**M4 wires**

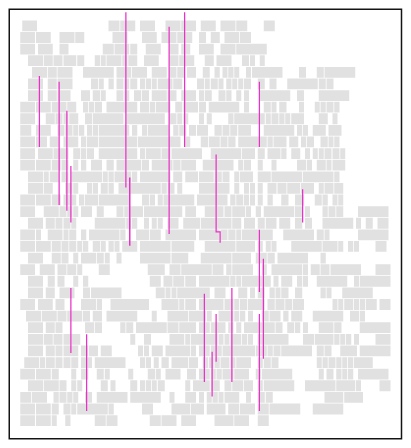
**Routing congestion map**

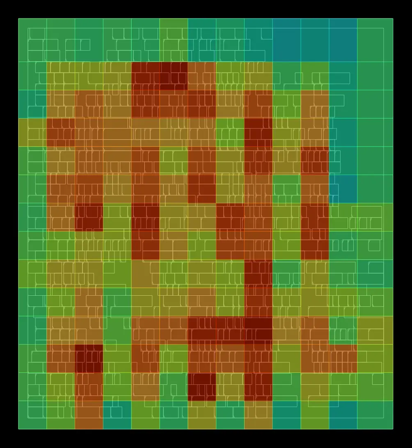
**Ports around the boundary**

Pins as bars across the die edge, other pins in gray.
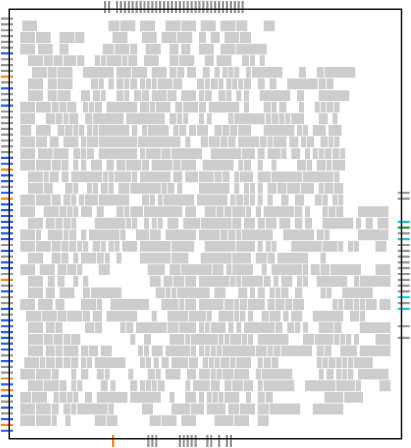
**Clock network drawn from the DEF**

The bar under the picture is 20 µm long.
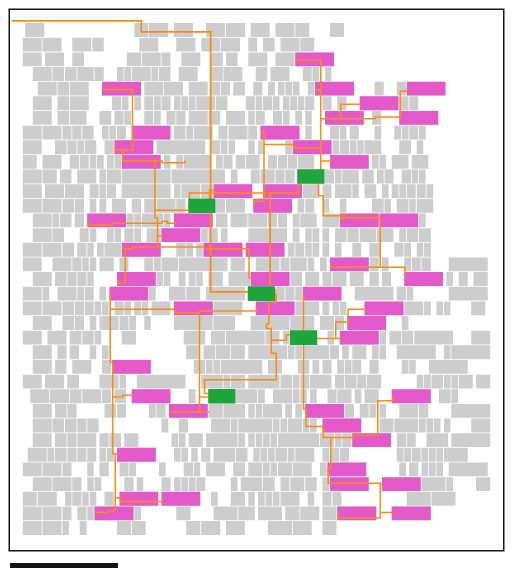
==> config.mk <==
export PLATFORM = sky130hd
export DESIGN_NAME = sccb_arbiter
export DESIGN_NICKNAME = d
export VERILOG_FILES = /design/src/rtl/sccb_arbiter.sv
export SDC_FILE = /design/constraint.sdc
export NUM_CORES = 1
export LEC_CHECK = 0
export ABC_AREA = 1
export CAP_MARGIN = 20
export CORE_ASPECT_RATIO = 1.1
export CORE_MARGIN = 2
export CORE_UTILIZATION = 45
export CTS_CLUSTER_SIZE = 24
export DETAILED_ROUTE_END_ITERATION = 10
export PLACE_DENSITY = 0.81
export SLEW_MARGIN = 20
export SYNTH_ARGS = -nofsm -noshare
export SYNTH_HDL_FRONTEND = slang
export SYNTH_SLANG_ARGS = --single-unit
==> constraint.sdc <==
create_clock -name clk -period 2.85 [get_ports clk]
set_input_delay 0.855 -clock clk [delete_from_list [all_inputs] [get_ports clk]]
set_output_delay 0.855 -clock clk [all_outputs]
set_load 0.1 [all_outputs]
==> CHANGELOG.md <==
### Metrics

* XOR Share, Synth at 0.0300
* Fin crit share at 0.962
* Sequential share of the synthesized area at 0.269
* Synth warn at 0
* Run status: complete, no violations
* Top Metal Used: met4
* Ys flops at 51
* Chip area at 9180 µm²
* Clock Buffer Count at 7
* Fin Hold WS at around 0.47 ns
* Slowest-stage cell, CP: dlygate4sd2_1
* Sum Neg Setup Slack at 0 ns
* Yosys Chip Area at approximately 3800 µm²
* Post-synthesis mux area share at 0.00297
* DRC viols at 0
* Tapcell Cnt at 111
* Non-Filler Instances at approximately 860
* Main flop type: dfxtp_1
* ANT nets after route at 0
* Area leader share at 0.269
* Area grow syn2layout at 54.3%
* Flop share of the area at 0.175
* CP endpoint kind: flip-flop
* Buffering overhead at 0.326
* M3 GR Usage at 0.0556
* Initial antenna violation count at 0
* P_int at 0.00262 W
* Initial drt markers at roughly 230
* Critical path type: in -> reg
* R2r worst-path depth at 16
* Post-synth EDFFs at 0
* Root Driver: clkbuf_8
* Logic Gate Count at 424
* FP Util at 0.458
* Cell type with the largest total area: dfxtp_1
* Combinational cell power at 0.00460 W
* HPWL after detailed placement at 8.79 mm
* Arr. time, crit path at 2.95 ns
* Flop Count at 51
* Non-Clock Buffer Count at ~180
* Filler cells at 630
* F_max at 0.365 GHz
* Critical Path Fanout Max at 8
* Share of layout cells above drive strength 1 at 0.178
* Worst hold path depth at 2
* Yosys top cell by instances: nand2_1
* Worst hold path class: reg -> reg
* Count of different cell masters after synthesis at 36
* FF+latch area at 1020 µm²
* Leading cell kind: logic gates
* Post-synth ARST share at 0
* Core area at 8280 µm²
* Cell area after layout at 5850 µm²
* Number of flip-flops in the largest register at 16
* Via density at 5.40
* Clock buf/inv share at 0.0178
* Setup violators final at 0
* Total CTS buffers at 5
* Top Consumer: combinational cells
* Comb area share at 0.399
* Worst-margin pin slew at roughly 0.56 ns
* Top cells by area: dfxtp_1 (27%), nand2_1 (13%), nand3_1 (9.5%)
* Max-cap viol count at 0
* Mapped Cells at 605
* Std cell rows at 35
* Cts repair resizes at 9
* Seq pwr at ~0.0011 W
* Switch share at 0.575
* Dominant logic cell type in the layout: nand2_1
* DP Worst Slack at -0.372 ns
* Fin. max-slew vios at 0
* Register-to-register setup slack at 0.36 ns
* CTS sink count at 51
* Leak pwr at 2.65 nW
* Comb power frac at 0.747
* Yosys cell count at 605
* Most frequent cells after synthesis: nand2_1 (130), inv_1 (88), nand3_1 (72)
* Clk network pwr share at 0.076
* Net Sw Power at around 0.0035 W
* Max H-tree Level at 2
* Post-synthesis simple-gate area fraction at 0.406
* Clock-pin slew on the worst setup and hold paths at 0.10 ns
* Hold-fix buffers, CTS at 0
* Stages on the worst setup path at 16
* Detailed Routing Iterations Pass 1 at 5
* Number of global-route vias before repair at 4409
* Met3 wire len at 973 µm
* Gp weighted congestion at 0.913
* Startpoint types: input port
About 'M4 wires':
share of all routed wire = 3.3%
main direction = vertical
wire length on this layer = 416 µm
longest straight run = 48.3 µm
via count: 4659
routed wire length: 12.6 mm

About 'routing congestion map':
GR Util met1: 0.290
global-route usage over all layers: 0.256

About 'ports around the boundary':
blue -> req_wrdata  # pins 32, direction input, edge left
orange -> sccb_wrdata  # pins 8, direction output, edge 7 left, 1 bottom
cyan -> grant  # pins 4, direction output, edge right
green -> reset  # pins 1, direction input, edge right
Die Span Y: 100 µm
die width: 91.5 µm
Buffers on Ports: 140

About 'clock network drawn from the DEF':
green -> cells driving clock nets  # count 5
orange -> clock wires  # length 665 µm
magenta -> flip-flops  # count 51
routed clock nets = 6
Clock net power: 0.000469 W
Max Clock Skew: 0.00514 ns
clock insertion delay at the later pin of the skew report: 0.31 ns

Power figures rest on the tool's default switching activity, not on a simulated workload.
